$ cat config.mk
export PLATFORM = sky130hd
export DESIGN_NAME = alu_step_sequencer
export DESIGN_NICKNAME = d
export VERILOG_FILES = /design/src/rtl/alu_seq_pkg.sv /design/src/rtl/alu_seq_decode.sv /design/src/rtl/alu_step_sequencer.sv
export SDC_FILE = /design/constraint.sdc
export NUM_CORES = 1
export LEC_CHECK = 0
export CORE_UTILIZATION = 42
export DETAILED_ROUTE_END_ITERATION = 7
export PLACE_DENSITY = 0.78
export SLEW_MARGIN = 0
export SYNTH_ARGS = -nofsm -noshare
export SYNTH_HDL_FRONTEND = slang
export SYNTH_SLANG_ARGS = --single-unit
$ cat constraint.sdc
create_clock -name clk -period 1.6 [get_ports clk]
set_input_delay 0.24 -clock clk [delete_from_list [all_inputs] [get_ports clk]]
set_output_delay 0.24 -clock clk [all_outputs]
set_load 0.01 [all_outputs]
$ cat src/rtl/alu_seq_pkg.sv
// Shared types and constants for the ALU step sequencer.
// Holds the state enum, datapath enable/bus-select codes and the opcode-to-alu_op map.
// Contents: state_e, SEL_* codes, OPC_* opcodes, ALU_* controls, MAX_GPRS.
package alu_seq_pkg;

  typedef enum logic [2:0] {
    ST_IDLE  = 3'd0,
    ST_T0    = 3'd1,
    ST_T1    = 3'd2,
    ST_T2    = 3'd3,
    ST_T3    = 3'd4,
    ST_T4    = 3'd5,
    ST_T5    = 3'd6,
    ST_FAULT = 3'd7
  } state_e;

  // Datapath enable / bus-select codes. GPRs occupy codes 0..MAX_GPRS-1,
  // so the special registers start just above them.
  localparam int unsigned SEL_NONE = 0;
  localparam int unsigned SEL_ZLO  = 19;
  localparam int unsigned SEL_PC   = 20;
  localparam int unsigned SEL_MDR  = 21;
  localparam int unsigned SEL_IR   = 23;
  localparam int unsigned SEL_Z    = 24;
  localparam int unsigned SEL_MAR  = 25;
  localparam int unsigned SEL_Y    = 27;

  localparam int unsigned MAX_GPRS = 19;

  // Instruction opcodes.
  localparam int unsigned OPC_ADD  = 3;
  localparam int unsigned OPC_SUB  = 4;
  localparam int unsigned OPC_AND  = 5;
  localparam int unsigned OPC_OR   = 6;
  localparam int unsigned OPC_SHR  = 7;
  localparam int unsigned OPC_SHL  = 8;
  localparam int unsigned OPC_ROR  = 9;
  localparam int unsigned OPC_ROL  = 10;
  localparam int unsigned OPC_HALT = 31;

  // ALU control values; 0 leaves the ALU idle.
  localparam logic [3:0] ALU_IDLE = 4'd0;
  localparam logic [3:0] ALU_ADD  = 4'd1;
  localparam logic [3:0] ALU_SUB  = 4'd2;
  localparam logic [3:0] ALU_AND  = 4'd3;
  localparam logic [3:0] ALU_OR   = 4'd4;
  localparam logic [3:0] ALU_SHR  = 4'd5;
  localparam logic [3:0] ALU_SHL  = 4'd6;
  localparam logic [3:0] ALU_ROR  = 4'd7;
  localparam logic [3:0] ALU_ROL  = 4'd8;

endpackage

$ cat src/rtl/alu_seq_decode.sv
// Opcode decoder: maps an instruction opcode to its ALU control, flags HALT and illegal codes.
// Latency: purely combinational, zero cycles.
// Backpressure: none; the output follows the input in the same cycle.
// Ports: opcode (in, OPC_W), alu_op (out, 4), illegal (out), halt (out).
module alu_seq_decode #(
  parameter int OPC_W = 5
) (
  input  logic [OPC_W-1:0] opcode,
  output logic [3:0]       alu_op,
  output logic             illegal,
  output logic             halt
);
  import alu_seq_pkg::*;

  always_comb begin
    alu_op  = ALU_IDLE;
    illegal = 1'b0;
    halt    = 1'b0;
    case (opcode)
      OPC_W'(OPC_ADD):  alu_op = ALU_ADD;
      OPC_W'(OPC_SUB):  alu_op = ALU_SUB;
      OPC_W'(OPC_AND):  alu_op = ALU_AND;
      OPC_W'(OPC_OR):   alu_op = ALU_OR;
      OPC_W'(OPC_SHR):  alu_op = ALU_SHR;
      OPC_W'(OPC_SHL):  alu_op = ALU_SHL;
      OPC_W'(OPC_ROR):  alu_op = ALU_ROR;
      OPC_W'(OPC_ROL):  alu_op = ALU_ROL;
      OPC_W'(OPC_HALT): halt   = 1'b1;
      default:          illegal = 1'b1;
    endcase
  end

endmodule

$ cat src/rtl/alu_step_sequencer.sv
// Control sequencer for register-register ALU instructions: fetch T0-T2, execute T3-T5.
// Latency: outputs registered from next state; done asserts in the 6th cycle after start when memory is ready at once.
// Backpressure: T1 holds while mem_ready=0 and faults after MEM_TIMEOUT wait cycles; start ignored when not IDLE.
// Ports: clk, clr (async high reset), start, run_mode, mem_ready, ir_in[DATA_W] in;
//        enable_code/bus_select_code[SEL_W], mr_read, pc_inc, alu_op[4], busy, done, fault out.
module alu_step_sequencer #(
  parameter int DATA_W      = 32,
  parameter int REG_AW      = 4,
  parameter int OPC_W       = 5,
  parameter int SEL_W       = 5,
  parameter int MEM_TIMEOUT = 15
) (
  input  logic              clk,
  input  logic              clr,
  input  logic              start,
  input  logic              run_mode,
  input  logic              mem_ready,
  input  logic [DATA_W-1:0] ir_in,
  output logic [SEL_W-1:0]  enable_code,
  output logic [SEL_W-1:0]  bus_select_code,
  output logic              mr_read,
  output logic              pc_inc,
  output logic [3:0]        alu_op,
  output logic              busy,
  output logic              done,
  output logic              fault
);
  import alu_seq_pkg::*;

  localparam int CNT_W = $clog2(MEM_TIMEOUT + 1);
  localparam int LOW_W = DATA_W - OPC_W - 3 * REG_AW;

  // Register codes must not collide with the special datapath codes.
  if ((2 ** REG_AW) > MAX_GPRS) begin : g_chk_gprs
    $error("alu_step_sequencer: 2**REG_AW must not exceed %0d", MAX_GPRS);
  end
  if (REG_AW > SEL_W) begin : g_chk_sel
    $error("alu_step_sequencer: REG_AW must not exceed SEL_W");
  end
  if (LOW_W < 0) begin : g_chk_ir
    $error("alu_step_sequencer: IR fields do not fit in DATA_W");
  end

  // IR field extraction.
  logic [OPC_W-1:0]  ir_opc;
  logic [REG_AW-1:0] ir_ra, ir_rb, ir_rc;
  assign ir_opc = ir_in[DATA_W-1 -: OPC_W];
  assign ir_ra  = ir_in[DATA_W-OPC_W-1 -: REG_AW];
  assign ir_rb  = ir_in[DATA_W-OPC_W-REG_AW-1 -: REG_AW];
  assign ir_rc  = ir_in[DATA_W-OPC_W-2*REG_AW-1 -: REG_AW];

  if (LOW_W > 0) begin : g_low
    logic unused_ir_low;
    assign unused_ir_low = ^ir_in[LOW_W-1:0];
  end

  state_e            state_q, state_d;
  logic [CNT_W-1:0]  wait_cnt_q, wait_cnt_d;
  logic [OPC_W-1:0]  opc_q, opc_d;
  logic [REG_AW-1:0] ra_q, ra_d, rb_q, rb_d, rc_q, rc_d;

  logic [SEL_W-1:0]  enable_code_q, enable_code_d;
  logic [SEL_W-1:0]  bus_select_code_q, bus_select_code_d;
  logic              mr_read_q, mr_read_d;
  logic              pc_inc_q, pc_inc_d;
  logic [3:0]        alu_op_q, alu_op_d;
  logic              busy_q, busy_d;
  logic              done_q, done_d;
  logic              fault_q, fault_d;

  logic [3:0]        dec_alu_op;
  logic              dec_illegal, dec_halt;

  // The IR fields are captured on the edge that enters T3, so T3's own
  // registered outputs can already carry rb. Outside that edge the latched
  // copy is held and fed to the decoder.
  always_comb begin
    opc_d = opc_q;
    ra_d  = ra_q;
    rb_d  = rb_q;
    rc_d  = rc_q;
    if (state_q == ST_T2) begin
      opc_d = ir_opc;
      ra_d  = ir_ra;
      rb_d  = ir_rb;
      rc_d  = ir_rc;
    end
  end

  alu_seq_decode #(
    .OPC_W (OPC_W)
  ) u_decode (
    .opcode  (opc_d),
    .alu_op  (dec_alu_op),
    .illegal (dec_illegal),
    .halt    (dec_halt)
  );

  // Next-state logic.
  always_comb begin
    state_d    = state_q;
    wait_cnt_d = wait_cnt_q;
    case (state_q)
      ST_IDLE: if (start) state_d = ST_T0;
      ST_T0: begin
        state_d    = ST_T1;
        wait_cnt_d = '0;
      end
      ST_T1: begin
        if (mem_ready) begin
          // Ready wins even on the cycle the counter would time out.
          state_d    = ST_T2;
          wait_cnt_d = '0;
        end else begin
          wait_cnt_d = wait_cnt_q + 1'b1;
          if (wait_cnt_d == CNT_W'(MEM_TIMEOUT)) begin
            state_d    = ST_FAULT;
            wait_cnt_d = '0;
          end
        end
      end
      ST_T2: state_d = ST_T3;
      ST_T3: begin
        if (dec_illegal)   state_d = ST_FAULT;
        else if (dec_halt) state_d = ST_IDLE;
        else               state_d = ST_T4;
      end
      ST_T4:    state_d = ST_T5;
      ST_T5:    state_d = run_mode ? ST_T0 : ST_IDLE;
      ST_FAULT: state_d = ST_IDLE;
      default:  state_d = ST_IDLE;
    endcase
  end

  // Output values for the state being entered.
  always_comb begin
    enable_code_d     = SEL_W'(SEL_NONE);
    bus_select_code_d = SEL_W'(SEL_NONE);
    mr_read_d         = 1'b0;
    pc_inc_d          = 1'b0;
    alu_op_d          = ALU_IDLE;
    busy_d            = 1'b0;
    done_d            = 1'b0;
    fault_d           = 1'b0;
    case (state_d)
      ST_T0: begin
        bus_select_code_d = SEL_W'(SEL_PC);
        enable_code_d     = SEL_W'(SEL_MAR);
        pc_inc_d          = 1'b1;
        busy_d            = 1'b1;
      end
      ST_T1: begin
        mr_read_d     = 1'b1;
        enable_code_d = SEL_W'(SEL_MDR);
        busy_d        = 1'b1;
      end
      ST_T2: begin
        bus_select_code_d = SEL_W'(SEL_MDR);
        enable_code_d     = SEL_W'(SEL_IR);
        busy_d            = 1'b1;
      end
      ST_T3: begin
        busy_d = 1'b1;
        // HALT and illegal codes leave the datapath untouched in T3.
        if (!dec_illegal && !dec_halt) begin
          bus_select_code_d = SEL_W'(rb_d);
          enable_code_d     = SEL_W'(SEL_Y);
        end
      end
      ST_T4: begin
        bus_select_code_d = SEL_W'(rc_q);
        enable_code_d     = SEL_W'(SEL_Z);
        alu_op_d          = dec_alu_op;
        busy_d            = 1'b1;
      end
      ST_T5: begin
        bus_select_code_d = SEL_W'(SEL_ZLO);
        enable_code_d     = SEL_W'(ra_q);
        done_d            = 1'b1;
        busy_d            = 1'b1;
      end
      ST_FAULT: fault_d = 1'b1;
      default: ;
    endcase
  end

  always_ff @(posedge clk or posedge clr) begin
    if (clr) begin
      state_q           <= ST_IDLE;
      wait_cnt_q        <= '0;
      opc_q             <= '0;
      ra_q              <= '0;
      rb_q              <= '0;
      rc_q              <= '0;
      enable_code_q     <= '0;
      bus_select_code_q <= '0;
      mr_read_q         <= 1'b0;
      pc_inc_q          <= 1'b0;
      alu_op_q          <= '0;
      busy_q            <= 1'b0;
      done_q            <= 1'b0;
      fault_q           <= 1'b0;
    end else begin
      state_q           <= state_d;
      wait_cnt_q        <= wait_cnt_d;
      opc_q             <= opc_d;
      ra_q              <= ra_d;
      rb_q              <= rb_d;
      rc_q              <= rc_d;
      enable_code_q     <= enable_code_d;
      bus_select_code_q <= bus_select_code_d;
      mr_read_q         <= mr_read_d;
      pc_inc_q          <= pc_inc_d;
      alu_op_q          <= alu_op_d;
      busy_q            <= busy_d;
      done_q            <= done_d;
      fault_q           <= fault_d;
    end
  end

  assign enable_code     = enable_code_q;
  assign bus_select_code = bus_select_code_q;
  assign mr_read         = mr_read_q;
  assign pc_inc          = pc_inc_q;
  assign alu_op          = alu_op_q;
  assign busy            = busy_q;
  assign done            = done_q;
  assign fault           = fault_q;

endmodule

**Met1 routing**

Cells faint in the background.
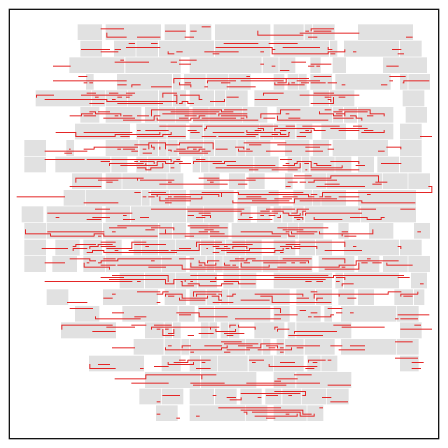
main direction	horizontal
wire length on this layer	2,260 um
share of all routed wire	42%
nets with wire on the layer	268

**The metal 2 layer**

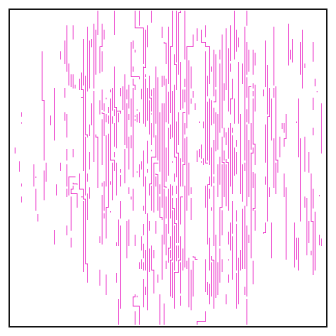
nets with wire on the layer	271
main direction	vertical
longest straight run	29.6 um
wire length on this layer	2,790 um
share of all routed wire	51%

**The metal 3 layer**

Cells faint in the background.
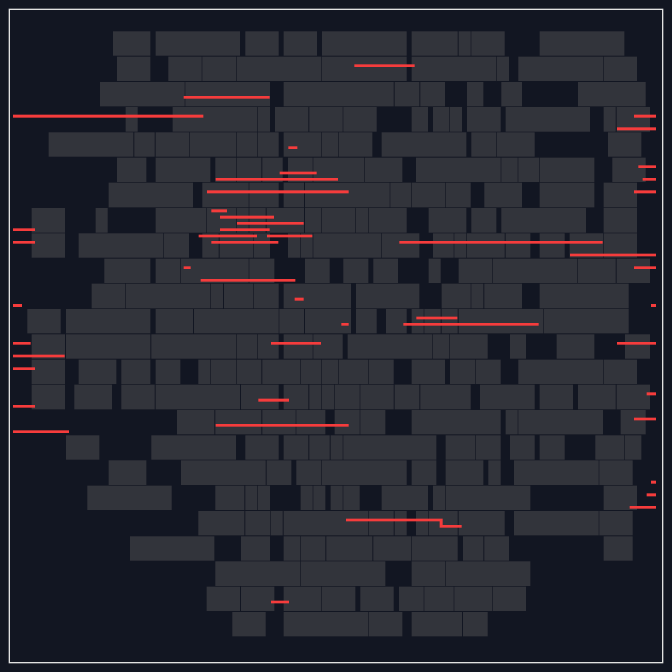
longest straight run	21.6 um
main direction	horizontal
share of all routed wire	4.5%
overall routed net length: 5420 um
met3 capacity usage during global routing: 0.0548
via count: 1,790

**The metal 4 layer**

Scale bar: 20 um. Cells faint in the background.
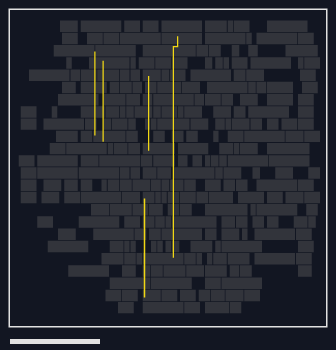
nets with wire on the layer	5
longest straight run	46.8 um

==> flow_metrics.py <==
# Auto-generated metrics
metrics = {
    "logic_synthesis": {
        "yosys-top-cells-count": "sky130_fd_sc_hd__dfrtp_1 (43), sky130_fd_sc_hd__nand2_1 (21), sky130_fd_sc_hd__nor2_1 (12), sky130_fd_sc_hd__mux2_2 (11), sky130_fd_sc_hd__o21ai_0 (9)",
        "netlist_instances": 181,
        "compound_area_frac": 0.127,
        "syn-num-nets": 220,
        "synth.cell_area_um2": 1960,
        "yosys-stat-cells": 181,
        "yosys.area_share.adder": 0.0128,
        "synthesis.area_per_instance_um2": 10.8,
    },
    "floorplanning": {
        "placement_rows": 24,
    },
    "cts": {
        "tritoncts_num_sinks": 43,
    },
    "drt": {
        "dr.first_iter.drc_count": 155,
        "route.antenna.remaining_nets": 0,
    },
    "placed_design": {
        "place.gp.congestion": 0.823,
        "io_buffer_count": 40,
    },
    "final_timing": {
        "report.final.setup_viol": 20,
        "period_needed_ns": 1.89,
        "fin_ws_ns": -0.293,
        "finalCritPeriodShare": 1.18,
        "grt_setup_unrepaired": "yes",
        "hold_viol": 0,
    },
    "setup_path": {
        "timing.critical_path.slowest_stage_cell": "sky130_fd_sc_hd__dfrtp_2",
        "timing.rr.end": "busy",
        "crit_family": "simple AND/OR/NAND/NOR gates",
        "timing.reg2reg.setup_slack_ns": -0.29,
        "critical_path_buf_inv_count": 2,
        "worst_setup_path_start_kind": "register",
        "worstPathMaxFanout": 6,
    },
    "power": {
        "ir_drop_uv": 892,
        "fin_total_pwr_uw": 6290,
    },
    "outcome": {
        "status": "finished with violations",
        "violations_in_the_final_reports": "setup timing",
    },
    "grt": {
        "globalRouteTotalUtil": 0.211,
        "grt_first_pass_wirelength_um": 7920,
        "grt_remaining_overflow": 0,
    },
    "run": {
        "warning_count": 45,
    },
    "final_layout": {
        "final_area_um2": 3220,
    },
}
-- state kept, by name, indices dropped and copies added (netlist names), 3 cells and up --
name and count:
enable_code 5, rc_q 4, rb_q 4, opc_q 5, state_q 3, ra_q 4, bus_select_code 5, alu_op 4
wait_cnt_q 4
-- layout make-up --
class	count	area [um2]	area share
Inverter	8	32.5	0.0101
Multi-Input combinational cell	123	1050	0.326
Clock inverter	1	7.51	0.00233
Timing Repair Buffer	92	893	0.277
Clock buffer	7	96.3	0.0299
Tap cell	52	65.1	0.0202
Sequential cell	43	1080	0.334
-- power breakdown --
group          internal, uW  leakage (uW)  switching [uW]  total, uW
logic                  2030      0.000885            1700       3730
registers              1520      0.000541             254       1770
clock network           393     0.0000505             387        780
-- metrics by stage --
| step | instances | util | hold slack, ns | TNS (ns) | setup slack (ns) |
|---|---|---|---|---|---|
| 2_1_floorplan | 181 | - | 0.357 | -0.672 | -0.126 |
| 3_3_place_gp | 303 | 0.611 | 0.464 | -5.10 | -0.414 |
| 3_5_place_dp | 303 | 0.611 | 0.465 | -5.56 | -0.435 |
| 4_1_cts | 319 | 0.680 | 0.302 | -2.33 | -0.220 |
| 5_1_grt | 326 | 0.730 | 0.316 | -4.01 | -0.325 |
| 6_report | 326 | 0.730 | 0.290 | -3.03 | -0.293 |
-- timing repair --
| action | 4_1_cts | 5_1_grt |
|---|---|---|
| endpoints found under the setup margin | 19 | 25 |
| gates cloned | 1 | 0 |
| gates resized | 26 | 41 |
| pin swaps | 8 | 19 |
| setup buffers | 7 | 9 |
-- layout by cell type (no fill, tap or decap), types with 4 or more instances in the layout --
master	netlist	layout
sky130_fd_sc_hd__nor2_2	0	4
sky130_fd_sc_hd__nor2_1	12	7
sky130_fd_sc_hd__a21oi_1	7	4
sky130_fd_sc_hd__o21ai_1	3	4
sky130_fd_sc_hd__nand3_1	5	4
sky130_fd_sc_hd__nor3_2	0	4
sky130_fd_sc_hd__buf_6	1	14
sky130_fd_sc_hd__mux2_2	11	9
sky130_fd_sc_hd__buf_4	1	35
sky130_fd_sc_hd__nand2_1	21	17
sky130_fd_sc_hd__clkdlybuf4s50_1	0	40
sky130_fd_sc_hd__inv_1	7	6
sky130_fd_sc_hd__clkbuf_8	0	7
sky130_fd_sc_hd__o21ai_0	9	5
sky130_fd_sc_hd__dfrtp_1	43	42
sky130_fd_sc_hd__nand2b_1	6	4
-- routing by layer --
metal,vias up,global-route usage
li1,809,-
met5,-,0
met2,60,0.343
met4,0,0.0867
met1,908,0.267
met3,13,0.0548
-- worst min-delay path: stages --
cell                              delay, ns
sky130_fd_sc_hd__clkdlybuf4s50_1       0.40
sky130_fd_sc_hd__inv_1                 0.09
sky130_fd_sc_hd__buf_12                0.24
-- kinds of logic after synthesis --
logic type	Yosys count
adder cells (fa/ha/maj)	2
XOR/XNOR	3
buffers and inverters	15
flip-flops	43
AND/OR/NAND/NOR	66
AND-OR/OR-AND	37
multiplexers	15
Power figures rest on the tool's default switching activity, not on a simulated workload.
